Figure 1. Drive-strength map (run 1).
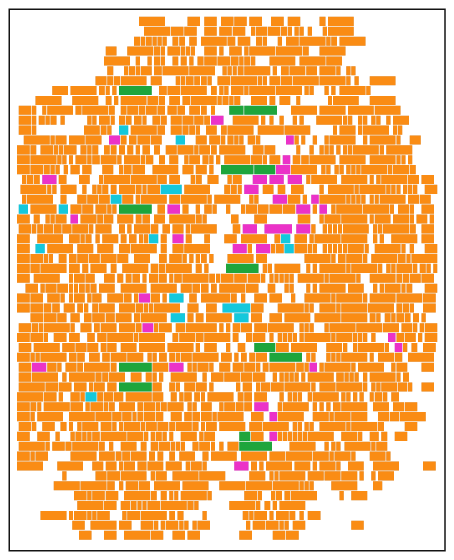
Figure 2. Cell classes on the final placement (run 1).
Bar = 20 um. Fill, decap, tap and diode cells in gray.
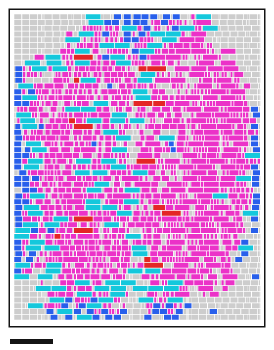
Figure 3. Met2 routing (run 1).
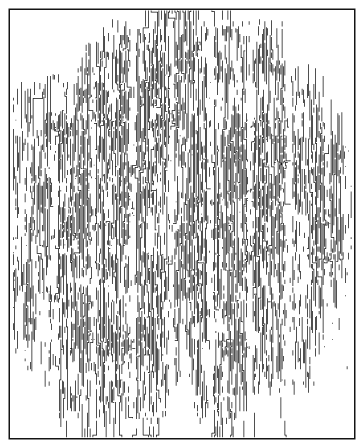
Figure 4. Selected gate families (run 1).
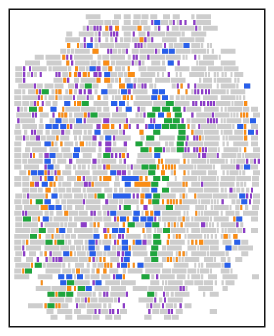
==> config.mk <==
export PLATFORM = sky130hd
export DESIGN_NAME = gpu_rasterizer
export DESIGN_NICKNAME = d
export VERILOG_FILES = /design/src/rtl/gpu_rasterizer.sv
export SDC_FILE = /design/constraint.sdc
export NUM_CORES = 1
export LEC_CHECK = 0
export CORE_ASPECT_RATIO = 1.25
export CORE_MARGIN = 1.5
export CORE_UTILIZATION = 64
export CTS_CLUSTER_SIZE = 30
export DETAILED_ROUTE_END_ITERATION = 16
export PLACE_DENSITY = 0.95
export SLEW_MARGIN = 20
export SYNTH_ARGS = -nofsm -noshare
export SYNTH_HDL_FRONTEND = slang
export SYNTH_SLANG_ARGS = --single-unit
==> constraint.sdc <==
create_clock -name clk -period 16.65 [get_ports clk]
set_clock_uncertainty 0.2 [all_clocks]
set_input_delay 3.33 -clock clk [delete_from_list [all_inputs] [get_ports clk]]
set_output_delay 3.33 -clock clk [all_outputs]
set_load 0.05 [all_outputs]
==> deck_impl_summary.md, run 1 <==
Synthesis and Place & Route Summary

Run status
  • Outcome: finished clean

Synth
  • Synth Net Count: 1,577
  • Netlist cell types: 64
  • Mean post-synth cell area: 8.20 um2
  • EDFF count, synth: 0
  • Post-synthesis sequential area ratio: 20.5%
  • Ys cells: 1,324
  • Largest area contributor in the netlist: dfxtp_1
  • Mapped Area: 10,900 um2
  • Most common reg cell: dfxtp_1
  • Area share, top type: 20.5%
  • #FFs+latches synth: 111
  • Post-synth area hogs: dfxtp_1, fa_1, ha_1
  • YS warnings: 0
  • Post-synthesis cell count: 1,324
  • Yosys synthesis chip area: 10,900 um2

Die
  • Die x size: 120 um
  • Die ar.: 17,800 um2
  • Initial core utilization: 65.0%

STA
  • Post-layout period usage: 67.9%
  • Min cycle time layout: 11.31 ns
  • Hold Worst Slack: 0.264 ns
  • Worst slew pin tran: 1.00 ns
  • FMAX: 0.0884 GHz
  • Slew margin rel.: 32.9%
  • Final slew viol count: 0
  • Final hold violation count: 0

GRT
  • Initial antenna violation count: 0
  • First-pass GRT wire length: 45.3 mm
  • Largest net degree at the start of global routing: 59
  • GRT Total Usage: 31.8%
  • Vias in the first global route: 9,721
  • Total gr overflow: 0

Setup path
  • Worst-path maximum fanout: 35
  • Reg2Reg Setup Slack: 11.79 ns
  • Required @ worst endpoint: 13.12 ns
  • CP Launch Type: register
  • Max stage delay on crit path: 0.82 ns
  • R2R cell count: 18
  • Critical path type: register to output pin
  • WP data arrival: 7.78 ns
  • Worst-path cell chain: buf_4 -> mux2i_1 -> nor2_1 -> fa_1 -> inv_1 -> fa_1 -> inv_1 -> ha_1 -> ha_1 -> inv_1 -> fa_1 -> inv_1 -> ha_1 -> fa_1 -> a21o_1 -> a21oi_1 -> nor2b_1 -> o21a_1 -> o22ai_1 -> o21ai_0 -> o41ai_1 -> xnor2_1 -> clkdlybuf4s50_1

Min path
  • Worst Hold Class: register to register
  • Hold depth: 2

Finish
  • Fill cells: 1,178
  • Sequential cell area: 2220 um2
  • Most frequent logic cells in the routed design: nand2_1, inv_1, nor2_1
  • Max reg flops: 63
  • Fin nets: 1,639
  • Comb area: 7840 um2
  • Share of layout cells above drive strength 1: 4.39%

Clocking
  • Max Buffers Root-to-Sink: 2
  • # H-tree levels: 3
  • Worst-skew pair later-pin latency: 0.37 ns
  • Post-CTS Setup Repair Bufs: 0
  • CTS resizes: 0
  • CTS tree: built
  • CTS sink cnt: 111
  • CTS Buf Count: 9
  • Hold buffers post-CTS: 0
  • Worst-path clk slew: 0.08 ns

Placement
  • I/O Buffers: 107
  • DP Area: 12,000 um2

Drt
  • Drt pass-1 iters: 7
  • Vias/cell: 5.95
  • Routed wire per std cell: 17.2 um
  • Final ANT Viol Nets: 0
  • DRC: 0

Run
  • Max-Cap Viols: 0
  • Tool warnings: 26

Power
  • Power Density: 51.0 nW/um2
  • Leak: 5.13 nW
Back to the opening pictures, Figure 1:
color	size	cells
green	drive 6 and up	13
cyan	drive 3 to 4	15
magenta	drive 2	33
orange	drive 1 or less	1,330
Final Cell Area: 12,300 um2
final worst slack: 5.34 ns
Area Overhead vs Synth: 13.3%
Repair and plain buffers: 113

Back to the opening pictures, Figure 2:
color	class	cells	share of their area
red	clock drivers and dummy loads	16	2.5%
magenta	all other logic	1,151	70%
cyan	flops	111	18%
blue	other buffers and delay cells	113	9.3%
core footprint: 16,700 um2
row count: 53
sequential share of cell area: 18.1%
Util after Layout: 73.6%

Back to the opening pictures, Figure 3:
nets with wire on the layer	1,442
main direction	vertical
share of all routed wire	51%
GR Util met2: 57.6%
vias: 9,587
final WL: 27.8 mm

Back to the opening pictures, Figure 4:
color	family	cells
green	multiplexers	62
purple	NAND gates	240
orange	NOR gates	184
blue	XOR/XNOR gates	94
Comb area share: 63.7%
most numerous logic cell after layout: nand2_1
Cell Count, Final, Fillers Out: 1,611

-- run 1: cell type report --
class	instances	area share (%)
multi-input combinational	1003	63.7
tap	220	2.24
sequential	111	18.1
inverter	148	4.51
clock inverter	7	0.630
timing repair buffer	113	9.05
clock buffer	9	1.83
-- run 1: critical path, delay by kind of cell (launching register included) --
| kind | cells | cell delay (ns) |
|---|---|---|
| adders and majority gates | 7 | 2.78 |
| and+or+nand+nor | 2 | 0.21 |
| DFF | 1 | 0.55 |
| buffers and inverters | 6 | 1.50 |
| muxes | 1 | 0.73 |
| xor gates and xnor gates | 1 | 0.18 |
| AOI/OAI and AO/OA | 6 | 1.44 |
-- run 1: stage by stage --
step           util, %  worst slack, ns  std cells  power, mW
2_1_floorplan        -             6.76       1324      0.365
3_3_place_gp      71.8             6.09       1595      0.403
3_5_place_dp      71.8             5.80       1595      0.407
4_1_cts           73.6             5.41       1611      0.627
5_1_grt           73.6             4.95       1611      0.650
6_report          73.6             5.34       1611      0.628
-- run 1: logic make-up (layout without fill, tap and decap cells) --
| family | after synthesis | after routing | synth area share [%] |
|---|---|---|---|
| AND/OR/NAND/NOR | 474 | 474 | 19.9 |
| multiplexers | 62 | 62 | 5.89 |
| buffers and inverters | 210 | 277 | 7.50 |
| flip-flops | 111 | 111 | 20.5 |
| adder cells (fa/ha/maj) | 184 | 184 | 27.8 |
| AND-OR/OR-AND | 189 | 189 | 10.6 |
| XOR/XNOR | 94 | 94 | 7.84 |
-- run 1: synth_stat cells, types with 7 or more instances --
cell	instances
buf_2	8
nor2_1	125
o21ai_0	24
nand3_1	17
mux2i_1	47
nor4_1	9
a21oi_1	95
mux2_2	15
ha_1	88
or3_1	8
nand4_1	7
xor2_1	26
a21o_1	8
a211oi_1	11
or2_2	10
inv_1	148
nor3_1	27
xnor2_1	66
nand2_1	202
o21a_1	8
and2_1	14
clkbuf_1	46
nand2b_1	11
fa_1	96
nor2b_1	14
and3_1	9
dfxtp_1	111
-- run 1: metal layers --
| layer | GRT usage [%] | wire [um] |
|---|---|---|
| met5 | 0 | 0 |
| met4 | 17.1 | 1470 |
| met3 | 4.87 | 1960 |
| met2 | 57.6 | 14100 |
| met1 | 35.9 | 10200 |
-- run 1: power by group --
group / switching (mW) / internal, mW / total (mW)
registers: 0.00995 / 0.273 / 0.283
logic: 0.0680 / 0.0522 / 0.120
clock network: 0.118 / 0.107 / 0.224
Figure 5. The clock network (run 1).
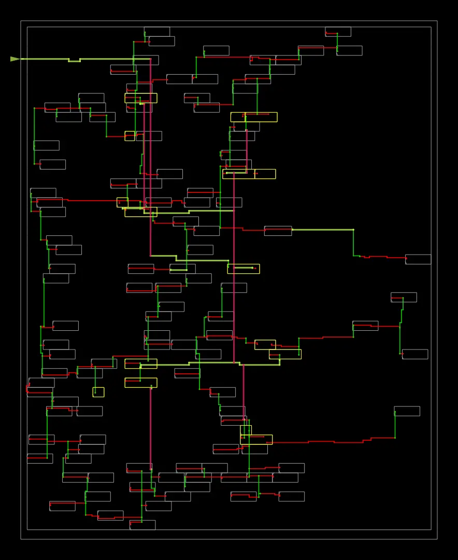

==> run 1 -> run 2 <==
- CORE_UTILIZATION: 64 -> 54
- PLACE_DENSITY: 0.95 -> 0.91
- clock period: 16.65 -> 10.1 ns (I/O delays scaled with it)
Figure 6. The clock network (run 2).
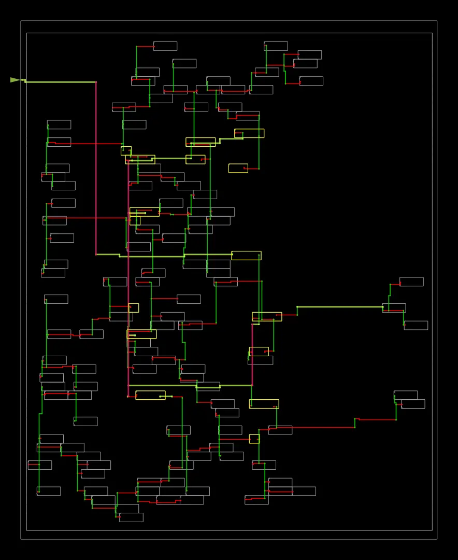
CTS Buf Count: 9
worst-skew pair later-pin latency: 0.37 ns
CLK BUF: 9
Power Clock: 0.380 mW

Figure 7. Selected gate families (run 2).
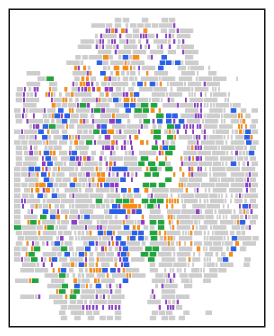
color	family	cells
orange	NOR gates	184
green	multiplexers	62
blue	XOR/XNOR gates	94
purple	NAND gates	240
Cell Count, Final, Fillers Out: 1,657
Comb area share: 63.2%

==> deck_impl_summary.md, run 2 <==
Synthesis and Place & Route Summary

Power
  • Power Density: 84.2 nW/um2
  • VDD IR-drop max: 83.5 uV
  • Leak: 5.14 nW

Min path
  • Worst Hold Class: register to register
  • Hold depth: 2

Drt
  • Drt pass-1 iters: 5
  • Routed wire per std cell: 16.5 um
  • DRT iter0 DRCs: 644
  • Final ANT Viol Nets: 0
  • Vias/cell: 5.66
  • DRC: 0

Synth
  • Mux share: 5.89%
  • Post-synth ARST share: 0%
  • Yosys synthesis chip area: 10,900 um2
  • Post-synth area hogs: dfxtp_1, fa_1, ha_1
  • #FFs+latches synth: 111
  • Post-synthesis cell count: 1,324
  • Simple Share, Synth: 19.9%
  • Ys cells: 1,324
  • Compound Share, Synth: 10.6%
  • Largest area contributor in the netlist: dfxtp_1
  • Synth top cells by count: nand2_1, inv_1, nor2_1
  • Adder Share, Synth: 27.8%
  • EDFF count, synth: 0
  • Mean post-synth cell area: 8.20 um2
  • Post-synthesis sequential area ratio: 20.5%
  • Netlist cell types: 64
  • YS warnings: 0
  • Area share, top type: 20.5%
  • Most common reg cell: dfxtp_1
  • Most common cell in the synthesized netlist: nand2_1
  • Synth Net Count: 1,577
  • Dominant comb cell: adder cells
  • XOR Share, Synth: 7.84%
  • Mapped Area: 10,900 um2

Die
  • Initial core utilization: 55.4%
  • I/O pin cnt: 108
  • Die x size: 130 um
  • Die extent in y: 162 um
  • Row count: 57
  • Die ar.: 21,000 um2
  • Core footprint: 19,600 um2

Clocking
  • Post-CTS Setup Repair Bufs: 0
  • # H-tree levels: 3
  • CTS sink cnt: 111
  • Max Buffers Root-to-Sink: 2
  • Clock root cell: clkbuf_16
  • Hold buffers post-CTS: 0
  • CTS tree: built
  • CTS resizes: 0
  • Worst-path clk slew: 0.09 ns

STA
  • Post-layout period usage: 94.1%
  • Final slew viol count: 0
  • FMAX: 0.105 GHz
  • Hold Worst Slack: 0.265 ns
  • Setup TNS: 0 ns
  • Slew margin rel.: 41.7%
  • Min cycle time layout: 9.50 ns
  • RSZ-0062 raised after global routing: false
  • Setup violations, final: 0
  • Final hold violation count: 0
  • Worst slew pin tran: 0.850 ns

GRT
  • Vias in the first global route: 9,560
  • Largest net degree at the start of global routing: 67
  • First-pass GRT wire length: 44.8 mm
  • GRT Total Usage: 26.9%
  • Initial antenna violation count: 0
  • Total gr overflow: 0

Finish
  • Share of layout cells above drive strength 1: 4.45%
  • Area Overhead vs Synth: 14.1%
  • Max reg flops: 63
  • Most frequent logic cells in the routed design: nand2_1, inv_1, nor2_1
  • Fill cells: 1,624
  • Diodes inserted: 0
  • Sequential cell area: 2220 um2
  • Most numerous logic cell after layout: nand2_1
  • Comb area: 7840 um2
  • Fin nets: 1,640

Setup path
  • CP Launch Type: register
  • CP delay by family, top: adder cells
  • Buffers & Inverters on Critical Path: 6
  • Required @ worst endpoint: 7.88 ns
  • Worst-path cell chain: buf_12 -> mux2i_1 -> nor2_1 -> fa_1 -> inv_1 -> fa_1 -> inv_1 -> ha_1 -> ha_1 -> inv_1 -> fa_1 -> inv_1 -> ha_1 -> fa_1 -> a21o_1 -> a21oi_1 -> nor2b_1 -> o21a_1 -> o22ai_1 -> o21ai_0 -> o41ai_1 -> xnor2_1 -> clkdlybuf4s50_1
  • Critical path type: register to output pin
  • WP depth: 23
  • Worst-path maximum fanout: 33
  • Setup crit end kind: output pin
  • Max stage delay on crit path: 0.82 ns
  • R2R cell count: 18
  • WP data arrival: 7.28 ns
  • Slowest stage cell, crit path: clkdlybuf4s50_1
  • Reg2Reg Setup Slack: 5.10 ns

Run
  • Tool warnings: 26
  • Max-Cap Viols: 0

Run status
  • Outcome: finished clean

Placement
  • I/O Buffers: 107
  • Final GP Congestion: 0.950
  • Hpwl dp: 21.4 mm
Figure 8. Met2 routing (run 2).
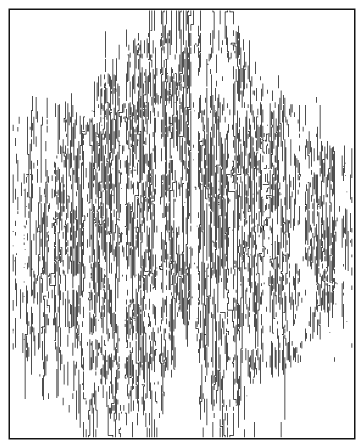
longest straight run	50.0 um
wire length on this layer	13,900 um
nets with wire on the layer	1,410
share of all routed wire	51%
GR Util met2: 47.7%
vias: 9,378
final WL: 27.4 mm

==> run 2: kinds of logic (layout without fill, tap and decap cells) <==
logic type                 Yosys count  count (layout)
muxes                               62              62
and+or+nand+nor                    474             474
adders and majority gates          184             184
DFF                                111             111
buffers and inverters              210             278
AOI/OAI and AO/OA                  189             189
xor gates and xnor gates            94              94
==> run 2: per-stage QoR <==
step | cell area, um2 | worst slack, ns | total power [mW] | utilization (%) | std cells
5_1_grt | 12400 | 0.202 | 1.08 | 63.2 | 1657
2_1_floorplan | 10900 | 1.52 | 0.602 | - | 1324
4_1_cts | 12400 | 0.652 | 1.04 | 63.2 | 1657
6_report | 12400 | 0.600 | 1.04 | 63.2 | 1657
3_5_place_dp | 12100 | 1.06 | 0.671 | 61.6 | 1641
3_3_place_gp | 12100 | 1.22 | 0.665 | 61.6 | 1641
==> run 2: worst reg2reg max path: cells and delay by family, from the launching register on <==
kind                       cells  cell delay (ns)
buffers and inverters          1             0.07
AOI/OAI and AO/OA              5             1.19
and+or+nand+nor                4             0.58
DFF                            1             0.62
xor gates and xnor gates       4             0.89
adders and majority gates      4             1.34
==> run 2: cell type report <==
cell class / count / area share, %
multi-input cells: 1003 / 63.2
well taps: 265 / 2.68
clock buffers: 9 / 1.82
flip-flops and latches: 111 / 17.9
inverters: 148 / 4.48
repair buffers: 114 / 9.15
clock inverters: 7 / 0.677
==> run 2: routing by layer <==
| layer | up-vias | GRT usage, % | share of wire (%) |
|---|---|---|---|
| met5 | - | 0 | 0 |
| met4 | 0 | 11.0 | 3.4 |
| met3 | 66 | 4.07 | 6.2 |
| met2 | 336 | 47.7 | 51 |
| met1 | 4509 | 32.1 | 40 |
| li1 | 4467 | - | - |
==> run 2: where the power goes <==
| group | internal [mW] | switching, mW |
|---|---|---|
| Clock | 0.179 | 0.201 |
| Combinational | 0.0858 | 0.110 |
| Sequential | 0.451 | 0.0167 |
Power is estimated from default activity; no workload was simulated.
